`src/rtl/spi_pkg.sv`:
```
// Shared types and constants for the SPI master.
// State encoding, SPI mode encoding, default sizes.
package spi_pkg;

  typedef enum logic [2:0] {
    ST_IDLE,
    ST_SETUP,
    ST_XFER,
    ST_HOLD,
    ST_DONE
  } state_t;

  localparam logic [1:0] SPI_MODE0 = 2'b00;
  localparam logic [1:0] SPI_MODE1 = 2'b01;
  localparam logic [1:0] SPI_MODE2 = 2'b10;
  localparam logic [1:0] SPI_MODE3 = 2'b11;

  localparam int WORD_DEF   = 8;
  localparam int NUM_SS_DEF = 4;

  function automatic logic [1:0] spi_mode(
    input logic cpol,
    input logic cpha
  );
    return {cpol, cpha};
  endfunction

endpackage

```
`src/rtl/spi_clk_gen.sv`:
```
// SCLK divider: counts H=i_div+1 cycles per tick while i_run,
// toggles SCLK on ticks while i_en, reports edge strobes and count.
module spi_clk_gen #(
  parameter int DIV_W = 8,
  parameter int EW    = 5
) (
  input  logic             i_clk,
  input  logic             i_rst_n,
  input  logic             i_run,
  input  logic             i_en,
  input  logic             i_load,
  input  logic             i_cpol,
  input  logic [DIV_W-1:0] i_div,
  output logic             o_tick,
  output logic             o_sclk,
  output logic             o_lead_edge,
  output logic             o_trail_edge,
  output logic [EW-1:0]    o_edge_cnt
);

  logic [DIV_W-1:0] r_cnt;
  logic             r_sclk;
  logic [EW-1:0]    r_edges;
  logic             w_edge;

  assign o_tick       = i_run && (r_cnt == i_div);
  assign w_edge       = o_tick && i_en;
  // r_edges counts completed edges, so an even count means
  // the edge about to happen is a leading one.
  assign o_lead_edge  = w_edge && !r_edges[0];
  assign o_trail_edge = w_edge && r_edges[0];
  assign o_edge_cnt   = r_edges;
  assign o_sclk       = r_sclk;

  always_ff @(posedge i_clk or negedge i_rst_n) begin
    if (!i_rst_n) begin
      r_cnt   <= '0;
      r_sclk  <= 1'b0;
      r_edges <= '0;
    end else begin
      if (!i_run || o_tick) r_cnt <= '0;
      else                  r_cnt <= r_cnt + DIV_W'(1);
      if (i_load)      r_sclk <= i_cpol;
      else if (w_edge) r_sclk <= ~r_sclk;
      if (!i_en)       r_edges <= '0;
      else if (w_edge) r_edges <= r_edges + EW'(1);
    end
  end

endmodule

```
`src/rtl/spi_master_core.sv`:
```
// Parametrised full-duplex SPI master, one word per start pulse.
// Ports: start/tx_data/ss_sel/cpol/cpha/clk_div in; busy/done/rx_data out; SCLK/MOSI/MISO/SS_N pins.
module spi_master_core
  import spi_pkg::*;
#(
  parameter int WORD   = WORD_DEF,
  parameter int NUM_SS = NUM_SS_DEF,
  parameter int SS_W   = 2,
  parameter int DIV_W  = 8
) (
  input  logic              clk,
  input  logic              rst_n,
  input  logic              start,
  input  logic [WORD-1:0]   tx_data,
  input  logic [SS_W-1:0]   ss_sel,
  input  logic              cpol,
  input  logic              cpha,
  input  logic [DIV_W-1:0]  clk_div,
  output logic              busy,
  output logic              done,
  output logic [WORD-1:0]   rx_data,
  output logic              SCLK,
  output logic              MOSI,
  input  logic              MISO,
  output logic [NUM_SS-1:0] SS_N
);

  localparam int EW = $clog2(2*WORD+1);

  state_t              r_state;
  state_t              w_state_nxt;
  logic [WORD-1:0]     r_tx_sh;
  logic [WORD-1:0]     r_rx_sh;
  logic [WORD-1:0]     r_rx_data;
  logic [SS_W-1:0]     r_sel;
  logic [SS_W-1:0]     w_sel_nxt;
  logic                r_cpha;
  logic [DIV_W-1:0]    r_div;
  logic                r_mosi;
  logic [NUM_SS-1:0]   r_ss_n;
  logic [NUM_SS-1:0]   w_ss_dec;
  logic                w_accept;
  logic                w_run;
  logic                w_xfer;
  logic                w_tick;
  logic                w_lead;
  logic                w_trail;
  logic                w_last;
  logic                w_sample;
  logic                w_drive;
  logic                w_sclk;
  logic [EW-1:0]       w_edge_cnt;

  assign w_accept = (r_state == ST_IDLE) && start;
  assign w_run    = r_state inside {ST_SETUP, ST_XFER, ST_HOLD};
  assign w_xfer   = (r_state == ST_XFER);
  assign w_last   = (w_edge_cnt == EW'(2*WORD-1));
  assign w_sample = r_cpha ? w_trail : w_lead;
  // cpha=0 already put the MSB out at accept, so the final
  // trailing edge has nothing left to shift.
  assign w_drive  = r_cpha ? w_lead : (w_trail && !w_last);
  assign w_sel_nxt = w_accept ? ss_sel : r_sel;

  spi_clk_gen #(.DIV_W(DIV_W), .EW(EW)) u_clk_gen (
    .i_clk        (clk),
    .i_rst_n      (rst_n),
    .i_run        (w_run),
    .i_en         (w_xfer),
    .i_load       (w_accept),
    .i_cpol       (cpol),
    .i_div        (r_div),
    .o_tick       (w_tick),
    .o_sclk       (w_sclk),
    .o_lead_edge  (w_lead),
    .o_trail_edge (w_trail),
    .o_edge_cnt   (w_edge_cnt)
  );

  always_comb begin
    w_state_nxt = r_state;
    unique case (r_state)
      ST_IDLE:  if (start) w_state_nxt = ST_SETUP;
      ST_SETUP: if (w_tick) w_state_nxt = ST_XFER;
      ST_XFER:  if (w_tick && w_last) w_state_nxt = ST_HOLD;
      ST_HOLD:  if (w_tick) w_state_nxt = ST_DONE;
      ST_DONE:  w_state_nxt = ST_IDLE;
      default:  w_state_nxt = ST_IDLE;
    endcase
  end

  // Out-of-range selects match no line: transfer runs unselected.
  always_comb begin
    w_ss_dec = '1;
    for (int i = 0; i < NUM_SS; i++) begin
      if (w_sel_nxt == SS_W'(i)) w_ss_dec[i] = 1'b0;
    end
  end

  always_ff @(posedge clk or negedge rst_n) begin
    if (!rst_n) begin
      r_state   <= ST_IDLE;
      r_tx_sh   <= '0;
      r_rx_sh   <= '0;
      r_rx_data <= '0;
      r_sel     <= '0;
      r_cpha    <= 1'b0;
      r_div     <= '0;
      r_mosi    <= 1'b0;
      r_ss_n    <= '1;
    end else begin
      r_state <= w_state_nxt;
      if (w_state_nxt inside {ST_SETUP, ST_XFER, ST_HOLD})
        r_ss_n <= w_ss_dec;
      else
        r_ss_n <= '1;
      if (w_accept) begin
        r_sel   <= ss_sel;
        r_cpha  <= cpha;
        r_div   <= clk_div;
        r_rx_sh <= '0;
        r_tx_sh <= cpha ? tx_data : (tx_data << 1);
        r_mosi  <= cpha ? 1'b0 : tx_data[WORD-1];
      end else begin
        if (w_drive) begin
          r_mosi  <= r_tx_sh[WORD-1];
          r_tx_sh <= r_tx_sh << 1;
        end
        if (w_sample) r_rx_sh <= {r_rx_sh[WORD-2:0], MISO};
        if (r_state == ST_HOLD && w_tick) r_rx_data <= r_rx_sh;
        if (r_state == ST_DONE) r_mosi <= 1'b0;
      end
    end
  end

  assign busy    = w_run;
  assign done    = (r_state == ST_DONE);
  assign rx_data = r_rx_data;
  assign SCLK    = w_sclk;
  assign MOSI    = r_mosi;
  assign SS_N    = r_ss_n;

endmodule

```
`config.mk`:
```
export PLATFORM = sky130hd
export DESIGN_NAME = spi_master_core
export DESIGN_NICKNAME = d
export VERILOG_FILES = /design/src/rtl/spi_pkg.sv /design/src/rtl/spi_clk_gen.sv /design/src/rtl/spi_master_core.sv
export SDC_FILE = /design/constraint.sdc
export NUM_CORES = 1
export LEC_CHECK = 0
export CORE_ASPECT_RATIO = 1.5
export CORE_MARGIN = 2
export CORE_UTILIZATION = 48
export CTS_CLUSTER_DIAMETER = 80
export DETAILED_ROUTE_END_ITERATION = 8
export GPL_TIMING_DRIVEN = 0
export PLACE_DENSITY = 0.75
export REMOVE_ABC_BUFFERS = 1
export SYNTH_ARGS = -nofsm -noshare
export SYNTH_HDL_FRONTEND = slang
export SYNTH_SLANG_ARGS = --single-unit
```
`constraint.sdc`:
```
create_clock -name clk -period 2.1 [get_ports clk]
set_input_delay 0.42 -clock clk [delete_from_list [all_inputs] [get_ports clk]]
set_output_delay 0.42 -clock clk [all_outputs]
set_load 0.01 [all_outputs]
```
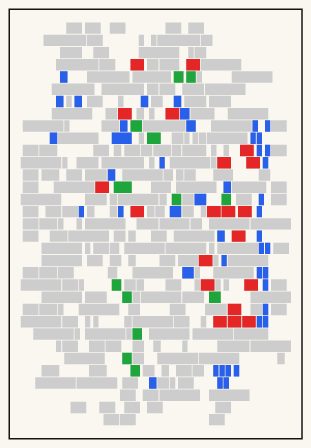
Run 1: gate-type map
legend:
  blue:
    family: NAND gates
    cells: 45
  green:
    family: AND and OR gates
    cells: 13
  red:
    family: XOR/XNOR gates
    cells: 20
tally of non-filler cells in the final layout: 375
combinational fraction of the cell area: 34.93%
most common cell after layout, fill and taps aside: dfrtp_1

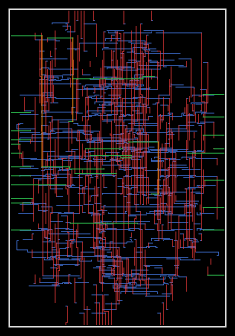
Run 1: signal wires by layer
legend:
  orange:
    layer: met4
    wire_length: 80.2 µm
  blue:
    layer: met1
    wire_length: 2170 µm
  red:
    layer: met2
    wire_length: 2890 µm
  green:
    layer: met3
    wire_length: 256 µm

==> README.md, run 1 <==
| Stage | Item | This run |
| --- | --- | --- |
| status | Run status | finished clean |
| cts | Maximum clock path buffer count | 2 |
| setup path | Worst-case register-to-register setup slack | 0.06 ns |
| setup path | Top Family by Delay on Critical Path | buffers and inverters |
| layout | Number of nets in the finished design | 327 |
| placement | Placed Instances | 344 |
| layout | Non-clk invs | 7 |
| cts | Count of hold-fix buffers inserted at cts | 0 |
| synthesis | Cell area after synthesis | 0.002659 mm² |
| setup path | Startpoint of the most critical setup path | r_state[0] |
| synthesis | Synth cell count leaders | dfrtp_1 (53), nand2_1 (28), nor2_1 (27), mux2i_1 (19), xor2_1 (14) |
| detailed routing | Number of remaining DRC errors | 0 |
| setup path | WP depth | 3 |
| cts | Sinks on the clock net | 57 |
| detailed routing | Met3 WL | 256 µm |
| timing | Number of hold violations in the final report | 0 |
| setup path | Required arrival time at the worst endpoint | 1.68 ns |
| cts | Post-cts gate resize count | 12 |
| timing | Upper clock frequency limit | 486.6 MHz |
| layout | Gate Area | 0.001202 mm² |
| timing | Worst-Margin Slew | 0.5592 ns |
| floorplan | Die width | 64.77 µm |
| layout | Count of buffers not belonging to the clock network in the layout | 54 |
| setup path | Reg2Reg Depth | 5 |
| timing | Final setup viols | 0 |
| floorplan | Starting density of the core | 49.16% |
| setup path | Critical path capture point type | output port |
| grt | Number of global-route vias before repair | 1956 |
| layout | Fill cell instance count of the final layout | 461 |
| timing | Final period util | 97.86% |
| power | Leak pwr | 1.527 nW |
| synthesis | Number of warning messages in the yosys log | 0 |
| cts | CTS tree | done |
| setup path | Worst setup endpoint | done |
| setup path | Beginning of the worst register-to-register path | r_state[2] |
| timing | Setup repair after global routing missed its margin | yes |
| synthesis | Distinct cell type count after synthesis | 37 |
| floorplan | Total number of placement rows | 33 |
| timing | Final critical path time including I/O delays and setup | 2.055 ns |
| synthesis | Number of enable-type register cells in the synthesized netlist | 0 |
| detailed routing | Total length of routed wires | 5406 µm |
| setup path | Setup Crit Path Kind | flop to output port |
| layout | Number of antenna diodes | 0 |
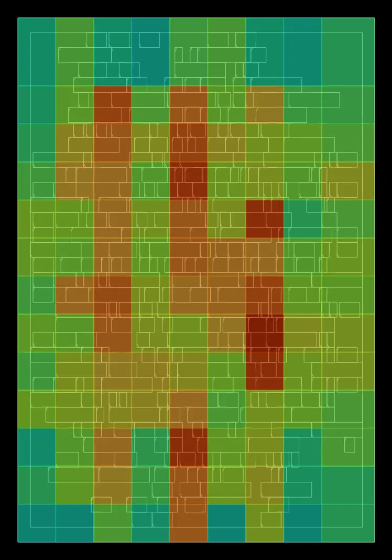
Run 1: routing congestion map
average wire per cell in the routed design: 14.42 µm
routing layer with the top usage in global route: met2
core occupancy in the finished layout: 63.64%
global routing usage summed across all routing layers: 19.13%
met1 GRT Util: 21.71%

==> run 1: kinds of logic after synthesis <==
family          count (synthesis)  share of synthesized area [%]
simple gates                   94                          18.07
flops                          57                          53.84
mux                            27                          10.54
compound gates                 25                          5.836
xor+xnor                       20                          6.588
buf+inv                        20                          3.718
fa+ha+maj                       3                          1.412
==> run 1: where the power goes <==
group | leakage (nW) | internal [mW] | total [mW] | switching, mW
Combinational | 0.718 | 0.710 | 1.43 | 0.722
Clock | 0.0877 | 0.492 | 0.876 | 0.383
Sequential | 0.722 | 1.46 | 1.70 | 0.240
Total | 1.53 | 2.66 | 4.01 | 1.35
==> inputs of run 2 (changes only) <==
Settings changed: CTS_CLUSTER_SIZE from default to 10.
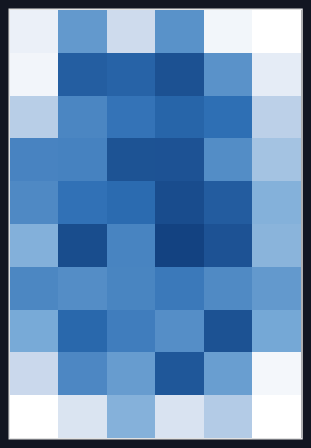
Run 2: local utilization
The die is cut into 6 by 10 equal tiles; white is low, dark blue is high, 0 to 100% covered.
densest ninth of the die: centre
tiles over 75% full: 25%
nearly empty tiles: 5.0%
mean over tiles: 54%
emptiest ninth of the die: upper right
core outline area: 0.005409 mm²
starting density of the core: 49.16%

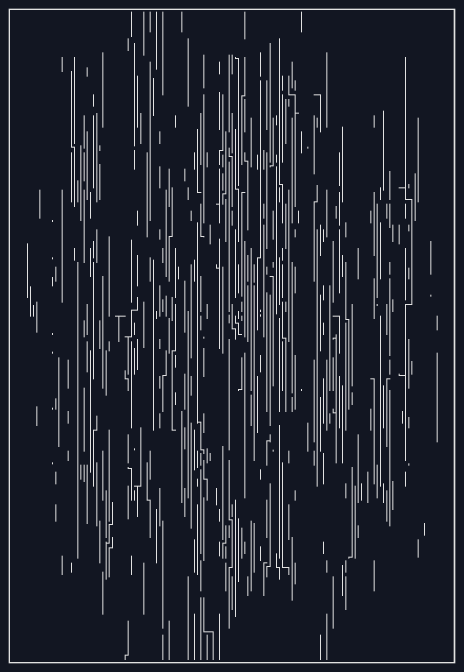
Run 2: signal wires on met2
wire length on this layer: 2890 µm
main direction: vertical
nets with wire on the layer: 284
share of all routed wire: 54%
longest straight run: 43.2 µm
via count: 1956
met2 GRT Util: 32.99%
total length of routed wires: 5406 µm

==> README.md, run 2 <==
| Stage | Item | This run |
| --- | --- | --- |
| status | Run status | finished clean |
| timing | Final critical path time including I/O delays and setup | 2.055 ns |
| synthesis | Cell area after synthesis | 0.002659 mm² |
| timing | Setup repair after global routing missed its margin | yes |
| timing | Worst-Margin Slew | 0.5592 ns |
| synthesis | Synth cell count leaders | dfrtp_1 (53), nand2_1 (28), nor2_1 (27), mux2i_1 (19), xor2_1 (14) |
| layout | Core occupancy in the finished layout | 63.64% |
| timing | Final period util | 97.86% |
| layout | Combinational fraction of the cell area | 34.93% |
| power | Power of the clock network | 876 µW |
| detailed routing | Number of remaining DRC errors | 0 |
| layout | Count of buffers not belonging to the clock network in the layout | 54 |
| setup path | Top Family by Delay on Critical Path | buffers and inverters |
| floorplan | Total number of placement rows | 33 |
| layout | Number of antenna diodes | 0 |
| power | Combinational Power | 1.43 mW |
| detailed routing | Average wire per cell in the routed design | 14.42 µm |
| power | Clock Power Share | 21.9% |
| timing | Upper clock frequency limit | 486.6 MHz |
| setup path | Startpoint of the most critical setup path | r_state[0] |
| cts | Maximum clock path buffer count | 2 |
| synthesis | Number of warning messages in the yosys log | 0 |
| layout | Fill cell instance count of the final layout | 461 |
| power | Leak pwr | 1.527 nW |
| placement | Placed Instances | 344 |
| timing | Final setup viols | 0 |
| power | Power drawn by the sequential cells | 1.70 mW |
| setup path | Beginning of the worst register-to-register path | r_state[2] |
| cts | Sinks on the clock net | 57 |
| floorplan | Die width | 64.77 µm |
| grt | Routing layer with the top usage in global route | met2 |
| detailed routing | Met3 WL | 256 µm |
| timing | Number of hold violations in the final report | 0 |
| grt | Met1 GRT Util | 21.71% |
| setup path | Setup Crit Path Kind | flop to output port |
| cts | Count of hold-fix buffers inserted at cts | 0 |
| grt | Global routing usage summed across all routing layers | 19.13% |
| power | Sequential share of power | 42.4% |
| power | Fraction of power spent switching nets | 33.57% |
| power | Int Power | 2.663 mW |
| synthesis | Number of enable-type register cells in the synthesized netlist | 0 |
| power | Dominant power group | sequential cells |
| power | Combinational share of power | 35.7% |
| grt | Number of global-route vias before repair | 1956 |
| layout | Gate Area | 0.001202 mm² |
## run 2: cell counts after synthesis
No cell type changed its count.
## run 2: timing repair
item / CTS / global route
setup buffers: 9 / 4
gates resized: 12 / 4
cloned: 1 / 1
pin swaps: 4 / 3
setup endpoints to repair: 37 / 14
## run 2: path summary, 6_finish.rpt
path                              endpoint  slack (ns)  cells after the start
worst max-delay path                  done        0.04                      3
worst min-delay path              r_div[3]        0.08                      1
worst max register to register  r_tx_sh[3]        0.06                      5
worst min register to register    r_div[4]        0.50                      2
max in group asynchronous       r_state[0]        1.43                      2
min in group clk                  r_div[4]        0.50                      2
## run 2: cell families after synthesis
family	share of synthesized area [%]
xor gates and xnor gates	6.588
buffers and inverters	3.718
adders and majority gates	1.412
and+or+nand+nor	18.07
muxes	10.54
AOI/OAI and AO/OA	5.836
DFF	53.84
Power is estimated from default activity; no workload was simulated.
